## config.mk

```make
export PLATFORM = sky130hd
export DESIGN_NAME = mult_control_seq_flat
export DESIGN_NICKNAME = d
export VERILOG_FILES = /design/src/rtl/mult_pkg.sv /design/src/rtl/mult_control_seq_if.sv /design/src/rtl/mult_pp_sequencer.sv /design/src/rtl/mult_control_seq.sv /design/src/flat_wrapper.sv
export SDC_FILE = /design/constraint.sdc
export NUM_CORES = 1
export LEC_CHECK = 0
export CORE_AREA = 2 2 39 41
export CTS_CLUSTER_SIZE = 24
export DETAILED_ROUTE_END_ITERATION = 8
export DIE_AREA = 0 0 41 43
export PLACE_DENSITY_LB_ADDON = 0.08
export SLEW_MARGIN = 10
export SYNTH_ARGS = -nofsm -noshare
export SYNTH_HDL_FRONTEND = slang
export SYNTH_SLANG_ARGS = --single-unit
```

## constraint.sdc

```tcl
create_clock -name clk -period 3.05 [get_ports clk]
set_clock_uncertainty 0.05 [all_clocks]
set_input_delay 0.4575 -clock clk [delete_from_list [all_inputs] [get_ports clk]]
set_output_delay 0.4575 -clock clk [all_outputs]
set_load 0.05 [all_outputs]
```

## src/rtl/mult_pkg.sv

```systemverilog
// Shared definitions for the chunked multiplier sequencer: state encoding and
// the width helper used to size chunk, shift and step selects.
package mult_pkg;

  localparam int unsigned STATE_W = 3;

  typedef enum logic [STATE_W-1:0] {
    ST_IDLE  = 3'b000,
    ST_CLEAR = 3'b001,
    ST_CALC  = 3'b010,
    ST_DONE  = 3'b011,
    ST_ERR   = 3'b100
  } state_t;

  function automatic int unsigned clog2_min1(input int unsigned n);
    return (n <= 1) ? 1 : $clog2(n);
  endfunction

endpackage

```

## src/rtl/mult_control_seq_if.sv

```systemverilog
// Control/handshake bundle between the multiplier sequencer and its datapath.
interface mult_control_seq_if #(
  parameter int unsigned NCHUNK = 2
);
  import mult_pkg::*;

  localparam int unsigned SELW = clog2_min1(NCHUNK);
  localparam int unsigned SHW  = clog2_min1(2 * NCHUNK - 1);
  localparam int unsigned CNTW = clog2_min1(NCHUNK * NCHUNK);

  logic               start;
  logic               done;
  logic               busy;
  logic               err;
  logic               clk_ena;
  logic               sclr_n;
  logic [SELW-1:0]    sel_a;
  logic [SELW-1:0]    sel_b;
  logic [SHW-1:0]     shift_sel;
  logic [CNTW-1:0]    pp_idx;
  logic [STATE_W-1:0] state_out;

  modport master (
    output start,
    input  done, busy, err, clk_ena, sclr_n,
    input  sel_a, sel_b, shift_sel, pp_idx, state_out
  );

  modport slave (
    input  start,
    output done, busy, err, clk_ena, sclr_n,
    output sel_a, sel_b, shift_sel, pp_idx, state_out
  );

endinterface

```

## src/rtl/mult_pp_sequencer.sv

```systemverilog
// Nested chunk counter: walks all NCHUNK*NCHUNK partial products, A chunk
// in the inner loop and B chunk in the outer loop.
module mult_pp_sequencer
  import mult_pkg::*;
#(
  parameter int unsigned NCHUNK = 2,
  parameter int unsigned SELW   = clog2_min1(NCHUNK),
  parameter int unsigned SHW    = clog2_min1(2 * NCHUNK - 1),
  parameter int unsigned CNTW   = clog2_min1(NCHUNK * NCHUNK)
) (
  input  logic            clk,
  input  logic            reset_a,
  input  logic            clr,
  input  logic            inc,
  output logic [SELW-1:0] sel_a,
  output logic [SELW-1:0] sel_b,
  output logic [SHW-1:0]  shift_sel,
  output logic [CNTW-1:0] pp_idx,
  output logic            last
);

  logic [CNTW-1:0] cnt_q, cnt_d;
  logic [SELW-1:0] a_w, b_w;

  assign last = (cnt_q == CNTW'(NCHUNK * NCHUNK - 1));

  always_comb begin
    cnt_d = cnt_q;
    if (clr) begin
      cnt_d = '0;
    end else if (inc) begin
      cnt_d = last ? '0 : cnt_q + 1'b1;
    end
  end

  always_ff @(posedge clk or negedge reset_a) begin
    if (!reset_a) begin
      cnt_q <= '0;
    end else begin
      cnt_q <= cnt_d;
    end
  end

  always_comb begin
    a_w = SELW'(cnt_q % CNTW'(NCHUNK));
    b_w = SELW'(cnt_q / CNTW'(NCHUNK));
  end

  assign sel_a     = a_w;
  assign sel_b     = b_w;
  assign shift_sel = SHW'(a_w) + SHW'(b_w);
  assign pp_idx    = cnt_q;

endmodule

```

## src/rtl/mult_control_seq.sv

```systemverilog
// Sequencing controller for a chunked shift-and-add multiplier: state register
// plus Moore output decode around the partial-product step counter.
module mult_control_seq
  import mult_pkg::*;
#(
  parameter int unsigned NCHUNK  = 2,
  parameter int unsigned CHUNK_W = 4
) (
  input logic              clk,
  input logic              reset_a,
  mult_control_seq_if.slave bus
);

  localparam int unsigned SELW = clog2_min1(NCHUNK);
  localparam int unsigned SHW  = clog2_min1(2 * NCHUNK - 1);
  localparam int unsigned CNTW = clog2_min1(NCHUNK * NCHUNK);

  if (NCHUNK < 1 || CHUNK_W < 1) begin : g_param_check
    $error("mult_control_seq: NCHUNK and CHUNK_W must be >= 1");
  end

  state_t          state_q, state_d;
  logic            seq_clr, seq_inc, seq_last;
  logic [SELW-1:0] seq_sel_a, seq_sel_b;
  logic [SHW-1:0]  seq_shift;
  logic [CNTW-1:0] seq_idx;

  mult_pp_sequencer #(
    .NCHUNK (NCHUNK),
    .SELW   (SELW),
    .SHW    (SHW),
    .CNTW   (CNTW)
  ) u_seq (
    .clk       (clk),
    .reset_a   (reset_a),
    .clr       (seq_clr),
    .inc       (seq_inc),
    .sel_a     (seq_sel_a),
    .sel_b     (seq_sel_b),
    .shift_sel (seq_shift),
    .pp_idx    (seq_idx),
    .last      (seq_last)
  );

  always_ff @(posedge clk or negedge reset_a) begin
    if (!reset_a) begin
      state_q <= ST_IDLE;
    end else begin
      state_q <= state_d;
    end
  end

  // start only steers next state and counter control; outputs use state_q alone.
  always_comb begin
    state_d = state_q;
    seq_clr = 1'b0;
    seq_inc = 1'b0;
    unique case (state_q)
      ST_IDLE: begin
        if (bus.start) state_d = ST_CLEAR;
      end
      ST_CLEAR: begin
        seq_clr = 1'b1;
        state_d = bus.start ? ST_ERR : ST_CALC;
      end
      ST_CALC: begin
        if (bus.start) begin
          seq_clr = 1'b1;
          state_d = ST_ERR;
        end else begin
          seq_inc = 1'b1;
          if (seq_last) state_d = ST_DONE;
        end
      end
      ST_DONE: begin
        state_d = bus.start ? ST_CLEAR : ST_IDLE;
      end
      ST_ERR: begin
        if (bus.start) state_d = ST_CLEAR;
      end
      default: state_d = ST_IDLE;
    endcase
  end

  always_comb begin
    bus.done      = (state_q == ST_DONE);
    bus.busy      = (state_q == ST_CLEAR) || (state_q == ST_CALC);
    bus.err       = (state_q == ST_ERR);
    bus.clk_ena   = (state_q == ST_CLEAR) || (state_q == ST_CALC);
    bus.sclr_n    = (state_q != ST_CLEAR);
    bus.sel_a     = '0;
    bus.sel_b     = '0;
    bus.shift_sel = '0;
    bus.pp_idx    = '0;
    if (state_q == ST_CALC) begin
      bus.sel_a     = seq_sel_a;
      bus.sel_b     = seq_sel_b;
      bus.shift_sel = seq_shift;
      bus.pp_idx    = seq_idx;
    end
    bus.state_out = state_q;
  end

endmodule

```

## src/flat_wrapper.sv

```systemverilog
// flat-port wrapper written by rule: the top's interface ports become plain ports
module mult_control_seq_flat import mult_pkg::*;
#(
  parameter int unsigned NCHUNK  = 2,
  parameter int unsigned CHUNK_W = 4
)
  (clk, reset_a, bus_start, bus_done, bus_busy, bus_err, bus_clk_ena, bus_sclr_n, bus_sel_a, bus_sel_b, bus_shift_sel, bus_pp_idx, bus_state_out);
  mult_control_seq_if #(.NCHUNK(NCHUNK)) bus_i ();
  input logic clk;
  input logic reset_a;
  input wire logic [$bits(bus_i.start)-1:0] bus_start;
  output wire logic [$bits(bus_i.done)-1:0] bus_done;
  output wire logic [$bits(bus_i.busy)-1:0] bus_busy;
  output wire logic [$bits(bus_i.err)-1:0] bus_err;
  output wire logic [$bits(bus_i.clk_ena)-1:0] bus_clk_ena;
  output wire logic [$bits(bus_i.sclr_n)-1:0] bus_sclr_n;
  output wire logic [$bits(bus_i.sel_a)-1:0] bus_sel_a;
  output wire logic [$bits(bus_i.sel_b)-1:0] bus_sel_b;
  output wire logic [$bits(bus_i.shift_sel)-1:0] bus_shift_sel;
  output wire logic [$bits(bus_i.pp_idx)-1:0] bus_pp_idx;
  output wire logic [$bits(bus_i.state_out)-1:0] bus_state_out;
  assign bus_i.start = bus_start;
  assign bus_done = bus_i.done;
  assign bus_busy = bus_i.busy;
  assign bus_err = bus_i.err;
  assign bus_clk_ena = bus_i.clk_ena;
  assign bus_sclr_n = bus_i.sclr_n;
  assign bus_sel_a = bus_i.sel_a;
  assign bus_sel_b = bus_i.sel_b;
  assign bus_shift_sel = bus_i.shift_sel;
  assign bus_pp_idx = bus_i.pp_idx;
  assign bus_state_out = bus_i.state_out;
  mult_control_seq #(.NCHUNK(NCHUNK), .CHUNK_W(CHUNK_W)) u_core (.clk(clk), .reset_a(reset_a), .bus(bus_i));
endmodule
```

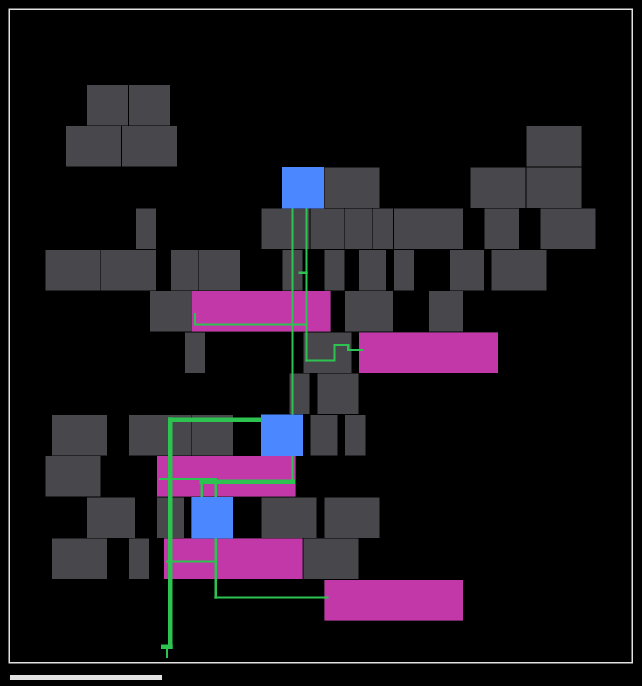
(images/clk_routes.png)
Scale bar: 10 um.
Key: magenta = flip-flops [count 5]; green = clock wires [length 99.5 um]; blue = clock drivers [count 3]
There are 4 routed clock nets.
relative contribution of the clock network to total power: 0.133
P_clk: 77.8 uW
Late-Pin Clk Latency: 0.24 ns

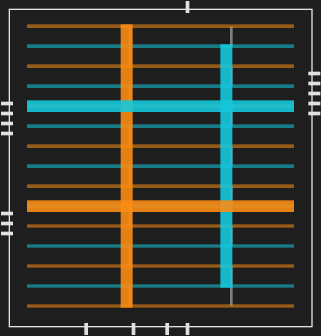
(images/power_grid.png)
Pins as bars on the die edge. Tap cells in gray.
Key: cyan = VDD; orange = VSS
The core has 14 rows. 2 straps on met5. 16 tap cells. 15 met1 rails follow the rows.
Die H: 43 um
Horiz. Die Dim: 41 um

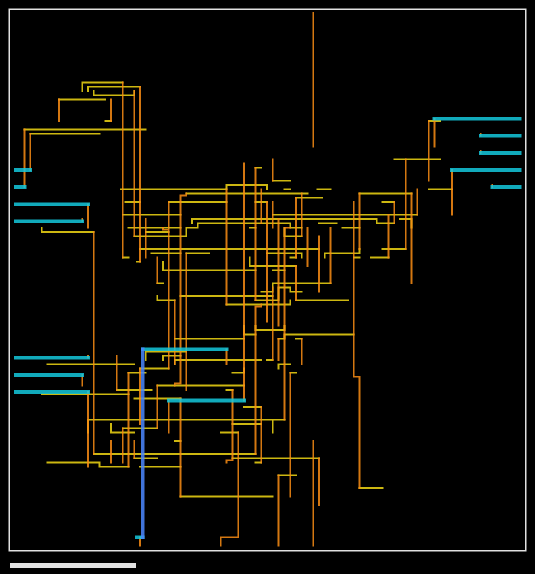
(images/wires.png)
Scale bar: 10 um.
Key: blue = metal 4 [wire length 15.0 um]; orange = metal 2 [wire length 407 um]; cyan = metal 3 [wire length 63.2 um]; yellow = metal 1 [wire length 351 um]
routed wire length: 836 um
per-cell routed wire length: 11.9 um

==> notes.md <==
flow finished, numbers: first-pass GRT wire length 1.42 mm, switching part of the total power 0.541, Slew Limit Headroom 0.664, Non-CTS buffers 16, cells after synthesis 39, H-tree lvl count 1, core utilization of the finished layout 0.373, Via density 4.66, worst slew pin tran 0.503 ns, 1st-pass router iterations 3, 1st-iter DRT viols 3, Clock-cell share 0.0510, CP Class flop to primary output, crit path from u_core.bus.state_out[0], switching power summed over all nets 315 uW, worst reg2reg path startpoint u_core.bus.state_out[2], DR DRC count 0, number of non-clock inverters 2, worst setup slack after placement 0.732 ns, proportion of register bits with asynchronous set or reset after synthesis 1.00, cycle use final 0.848, R2R Setup Slk 1.54 ns, Clock Sinks 5, biggest combinational cell group after synthesis simple AND/OR/NAND/NOR gates, dominant delay contributor by cell family on the critical path buffers and inverters, most frequent cells after synthesis sky130_fd_sc_hd__dfrtp_1, sky130_fd_sc_hd__and2_1, sky130_fd_sc_hd__buf_4, sky130_fd_sc_hd__nand2_1, sky130_fd_sc_hd__nor2_1, maximum single-stage delay on the critical path 0.80 ns, fill cell total of the finished layout 158, CP Max Fanout 11, clock buffer depth 2, kind of launch point of the worst setup path flop, met2 routed WL 407 um, Storage cell area 125 sq um, adder and majority gate portion of the synthesized area 0.0360, combinational share of cell area 0.342, final count of negative-setup-slack endpoints 0, Distinct cells, synth 23, internal power 267 uW, simple share 0.299, endpoint of the worst-slack reg-to-reg timing path u_core.u_seq.pp_idx[0], Multi-Input Combinational 27, sum of net half-perimeters after detailed placement 610 um, initial antenna violation count 0, Max power group combinational logic, hold buffers post-CTS 0, Largest cells by area sky130_fd_sc_hd__dfrtp_1, sky130_fd_sc_hd__buf_4, sky130_fd_sc_hd__and2_1, highest ir drop seen on vdd 607 uV, largest contributor to cell area by class combinational gates, number of stages on the worst setup path 4, busiest grt layer met2, max layer used met4, floorplan net count 43, number of OpenROAD warnings 26, max-cap violation count 0, total area of multi-input combinational cells 176 sq um, Post-CTS Repair Setup Buffers 0, DRT antenna net count 0, areal power density over the cells 1130 nW/um^2, placed cell count 66, core area 1380 sq um, Net count, final 59, outcome finished, final reports clean, Yosys warnings 0
==> cells in the final DEF, fill, tap and decap left out, types with 2 or more instances in the layout <==
cell / Yosys / routed
sky130_fd_sc_hd__nor3_1: 2 / 2
sky130_fd_sc_hd__nand2_1: 3 / 3
sky130_fd_sc_hd__inv_1: 2 / 2
sky130_fd_sc_hd__nor2_1: 3 / 3
sky130_fd_sc_hd__and2_1: 3 / 3
sky130_fd_sc_hd__dfrtp_1: 5 / 5
sky130_fd_sc_hd__nor3b_1: 2 / 2
sky130_fd_sc_hd__clkbuf_4: 0 / 3
sky130_fd_sc_hd__clkdlybuf4s50_1: 0 / 16
sky130_fd_sc_hd__o21ai_0: 2 / 2
No activity file was given, so power comes from the tool's default toggle rates.
